===== config.mk =====
export PLATFORM = sky130hd
export DESIGN_NAME = imem_loader
export DESIGN_NICKNAME = d
export VERILOG_FILES = /design/src/rtl/imem_loader.sv
export SDC_FILE = /design/constraint.sdc
export NUM_CORES = 1
export LEC_CHECK = 0
export CAP_MARGIN = 30
export CORE_MARGIN = 5
export CORE_UTILIZATION = 56
export CTS_CLUSTER_DIAMETER = 30
export CTS_CLUSTER_SIZE = 25
export DETAILED_ROUTE_END_ITERATION = 12
export PLACE_DENSITY = 0.86
export RECOVER_POWER = 50
export SYNTH_ARGS = -nofsm -noshare
export SYNTH_HDL_FRONTEND = slang
export SYNTH_SLANG_ARGS = --single-unit

===== constraint.sdc =====
create_clock -name Clk -period 3.2 [get_ports Clk]
set_input_delay 0.32 -clock Clk [delete_from_list [all_inputs] [get_ports Clk]]
set_output_delay 0.32 -clock Clk [all_outputs]
set_load 0.03 [all_outputs]

===== src/rtl/imem_loader.sv =====
// Fills the instruction memory from a framed host byte stream and holds the CPU until the load verifies.
// Writes land one cycle after each word's fourth byte is accepted.
module imem_loader #(
  parameter int ADDR_WIDTH = 8,
  parameter int DATA_WIDTH = 32
) (
  input  logic                  Clk,
  input  logic                  Rst_n,
  input  logic                  Start,
  input  logic [7:0]            In_byte,
  input  logic                  In_valid,
  output logic                  In_ready,
  output logic                  Mem_we,
  output logic [ADDR_WIDTH-1:0] Mem_addr,
  output logic [DATA_WIDTH-1:0] Mem_wdata,
  output logic [ADDR_WIDTH:0]   Words_loaded,
  output logic                  Cpu_hold,
  output logic                  Done,
  output logic                  Error
);

  localparam logic [16:0] MAX_WORDS = 17'(1) << ADDR_WIDTH;

  typedef enum logic [2:0] {
    S_IDLE,
    S_LEN_LO,
    S_LEN_HI,
    S_DATA,
    S_CHECK,
    S_DONE,
    S_ERROR
  } state_t;

  state_t                  state_q, state_d;
  logic [15:0]             len_q, len_d;
  logic [1:0]              idx_q, idx_d;
  logic [23:0]             buf_q, buf_d;
  logic [7:0]              csum_q, csum_d;
  logic [ADDR_WIDTH-1:0]   addr_q, addr_d;
  logic [ADDR_WIDTH:0]     words_q, words_d;
  logic                    we_q, we_d;
  logic [DATA_WIDTH-1:0]   wdata_q, wdata_d;

  logic                    in_ready;
  logic                    accept;
  logic                    last_word;
  logic [16:0]             n_words;

  assign accept    = In_valid && in_ready;
  // The word currently being assembled (or written) is the final one of the load.
  assign last_word = (17'(words_q) + 17'd1) == {1'b0, len_q};

  always_ff @(posedge Clk or negedge Rst_n) begin
    if (!Rst_n) begin
      state_q <= S_IDLE;
      len_q   <= '0;
      idx_q   <= '0;
      buf_q   <= '0;
      csum_q  <= '0;
      addr_q  <= '0;
      words_q <= '0;
      we_q    <= 1'b0;
      wdata_q <= '0;
    end else begin
      state_q <= state_d;
      len_q   <= len_d;
      idx_q   <= idx_d;
      buf_q   <= buf_d;
      csum_q  <= csum_d;
      addr_q  <= addr_d;
      words_q <= words_d;
      we_q    <= we_d;
      wdata_q <= wdata_d;
    end
  end

  always_comb begin
    state_d  = state_q;
    len_d    = len_q;
    idx_d    = idx_q;
    buf_d    = buf_q;
    csum_d   = csum_q;
    addr_d   = addr_q;
    words_d  = words_q;
    we_d     = 1'b0;
    wdata_d  = wdata_q;
    in_ready = 1'b0;
    n_words  = '0;

    // Address and count advance at the end of the write cycle.
    if (we_q) begin
      addr_d  = addr_q + 1'b1;
      words_d = words_q + 1'b1;
    end

    case (state_q)
      S_IDLE, S_DONE, S_ERROR: begin
        if (Start) begin
          state_d = S_LEN_LO;
          len_d   = '0;
          idx_d   = '0;
          csum_d  = '0;
          addr_d  = '0;
          words_d = '0;
        end
      end

      S_LEN_LO: begin
        in_ready = 1'b1;
        if (accept) begin
          len_d[7:0] = In_byte;
          state_d    = S_LEN_HI;
        end
      end

      S_LEN_HI: begin
        in_ready = 1'b1;
        n_words  = {1'b0, In_byte, len_q[7:0]};
        if (accept) begin
          len_d[15:8] = In_byte;
          if (n_words > MAX_WORDS) begin
            state_d = S_ERROR;
          end else if (n_words == 17'd0) begin
            state_d = S_CHECK;
          end else begin
            state_d = S_DATA;
          end
        end
      end

      S_DATA: begin
        // During the final write the next byte is the checksum, which CHECK must take.
        in_ready = !(we_q && last_word);
        if (we_q && last_word) begin
          state_d = S_CHECK;
        end
        if (accept) begin
          csum_d = csum_q ^ In_byte;
          idx_d  = idx_q + 2'd1;
          case (idx_q)
            2'd0: buf_d[7:0]   = In_byte;
            2'd1: buf_d[15:8]  = In_byte;
            2'd2: buf_d[23:16] = In_byte;
            default: begin
              we_d    = 1'b1;
              wdata_d = DATA_WIDTH'({In_byte, buf_q});
            end
          endcase
        end
      end

      S_CHECK: begin
        in_ready = 1'b1;
        if (accept) begin
          state_d = (In_byte == csum_q) ? S_DONE : S_ERROR;
        end
      end

      default: state_d = S_IDLE;
    endcase
  end

  assign In_ready     = in_ready;
  assign Mem_we       = we_q;
  assign Mem_addr     = addr_q;
  assign Mem_wdata    = wdata_q;
  assign Words_loaded = words_q;
  assign Done         = (state_q == S_DONE);
  assign Error        = (state_q == S_ERROR);
  assign Cpu_hold     = (state_q != S_DONE);

endmodule


==> run_results.csv <==
group,metric,value,unit
final_timing,setup_violations,0,
final_timing,finalHoldViolations,0,
global_routing,grt_pass1_wl,20100,microns
finish,lay_top_cells,"101 x dfrtp_1, 45 x mux2_4, 39 x clkdlybuf4s50_1",
floorplanning,die_h,108,microns
placed_design,gp_congestion,0.914,
placed_design,hpwl,8650,microns
clock_network,cts_buffer_depth,2,
worst_setup_path,critPathLaunch,"Words_loaded[4]",
worst_setup_path,crit_path_end_kind,"output pin",
outcome,failed_checks,"capacitance limit, slew limit",
synthesis,synth-edff-count,0,
worst_setup_path,endpoint,"In_ready",
worst_setup_path,crit_buf_inv,1,
worst_setup_path,cp_max_fo,9,
power_and_ir_drop,power-per-cell-area,769,nW/um^2
synthesis,numSynthFlops,103,
global_routing,overflow,0,
detailed_routing,drtPass1Iterations,5,
finish,final_area,6350,sq um
detailed_routing,m1WireLength,5230,microns
final_timing,rsz0062_at_grt,"no",
final_timing,hold_ws,0.511,ns
detailed_routing,drc,0,
detailed_routing,viasPerCell,5.94,
synthesis,common_cells,"103 x dfrtp_1, 45 x mux2_4, 37 x nor2_1",
clock_network,numCtsBuffers,9,
worst_setup_path,timing.rr.end,"Mem_wdata[2]",
clock_network,cts_tree,"done",
global_routing,globalRouteTotalUtil,21.8,%
floorplanning,ioPinCount,66,
finish,lay_top_count,"dfrtp_1",
floorplanning,core_area,9240,sq um
floorplanning,num_rows,35,
synthesis,ys_async_sr_fraction,100,%
synthesis,synth.distinct_cells,64,
final_timing,drv_slew,37,
worst_setup_path,crit_family,"AND-OR/OR-AND gates",
worst_setup_path,crit_path_start_kind,"flip-flop",
run,drv_cap,1,
worst_setup_path,r2r-start,"Words_loaded[4]",
finish,post-route-util,68.8,%
synthesis,largest_area_cell,"dfrtp_1",
global_routing,use_met2,36.5,%
power_and_ir_drop,power.static_leakage,2.90,nW
final_timing,setup_ws,0.140,ns
finish,num_antenna_cells,0,
synthesis,top_cell_area_share,48.3,%
worst_setup_path,crit_required,2.88,ns
final_timing,worst_pin_slew,2.04,ns
detailed_routing,routed-via-count,3944,
synthesis,syn-cell-area,5330,sq um
final_timing,finalClockSkew,0.0134,ns
clock_network,cts_setup_buffers,0,
floorplanning,die_area,11600,sq um
clock_network,clkTransAtPathRegs,0.10,ns
synthesis,yosys-stat-area,5330,sq um
power_and_ir_drop,p_total,4.88,mW
global_routing,antenna_found_initial,0,
run,warnings,29,
synthesis,ys_seq_share,48.3,%
finish,drive_above_1_share,19.6,%
outcome,status,"complete, but fails checks",
detailed_routing,routed.top_layer,"met4",
worst_setup_path,crit_cells,7,
## cell type report
class	instances	area, sq um	area share [%]
Clock buffer	10	138	2.17
Inverter	21	78.8	1.24
Tap cell	129	161	2.54
Clock inverter	6	62.6	0.985
Sequential cell	103	2580	40.6
Timing Repair Buffer	82	786	12.4
Multi-Input combinational cell	313	2550	40.1
## kinds of logic (layout without fill, tap and decap cells)
group | count (synthesis) | after routing | share of synthesized area [%]
compound gates | 88 | 88 | 13.1
xor+xnor | 29 | 29 | 4.76
fa+ha+maj | 6 | 6 | 1.41
buf+inv | 49 | 119 | 4.11
flops | 103 | 103 | 48.3
mux | 58 | 58 | 15.4
simple gates | 132 | 132 | 12.9
## what timing repair did
action	in CTS	in global routing
endpoints found under the setup margin	1	1
hold endpoints to repair	36	0
gates cloned	0	0
gates resized	1	4
hold buffers	1	0
## power breakdown
group          leakage [nW]  internal, mW  switching [mW]  total (mW)
Combinational          1.43         0.942            1.07        2.02
Clock                 0.102         0.325           0.476       0.800
Sequential             1.38          1.70           0.366        2.07
Total                  2.90          2.97            1.91        4.88
## sequential cells by signal, indices dropped and copies added (netlist names)
signal,flops
Mem_addr,8
Mem_wdata,32
Mem_we,1
Words_loaded,9
buf_q,24
csum_q,8
idx_q,2
len_q,16
state_q,3
## worst min-delay path by stage
stage          cells after the start      start  slack, ns       endpoint
4_1_cts                            2      Rst_n       0.46      buf_q[14]
6_report                           1  buf_q[18]       0.51  Mem_wdata[18]
3_5_place_dp                       1      Rst_n       0.32      buf_q[14]
5_1_grt                            1  buf_q[18]       0.51  Mem_wdata[18]
3_3_place_gp                       1  buf_q[23]       0.48  Mem_wdata[23]
2_1_floorplan                      0      Rst_n       0.02    Mem_addr[0]
Metal 3:
Scale: 2 px per micron.
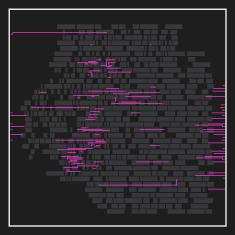
- main direction: horizontal
- longest straight run: 38.9 microns
- nets with wire on the layer: 84
- share of all routed wire: 6.0%
Total Wirelength: 12200 microns
met3 global-route usage: 3.30%

Cells by drive strength:
Scale: 3 px per micron.
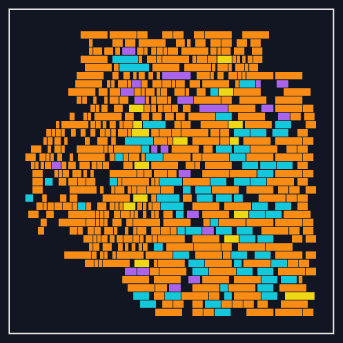
- _2 cells: purple (cells 21; share 3.9%)
- _3 and _4 cells: cyan (cells 69; share 13%)
- _6 and larger: yellow (cells 15; share 2.8%)
- _0 and _1 cells: orange (cells 430; share 80%)

Cell placement:
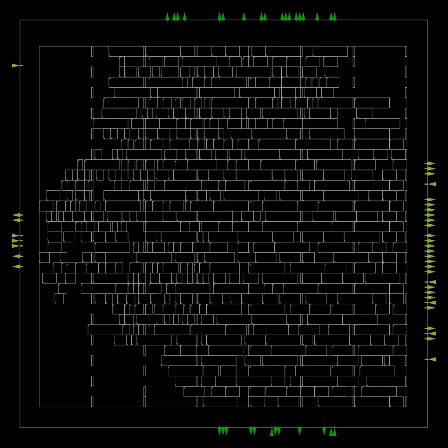
flop share of the area: 40.6%
flip-flops: 103

Power is estimated from default activity; no workload was simulated.
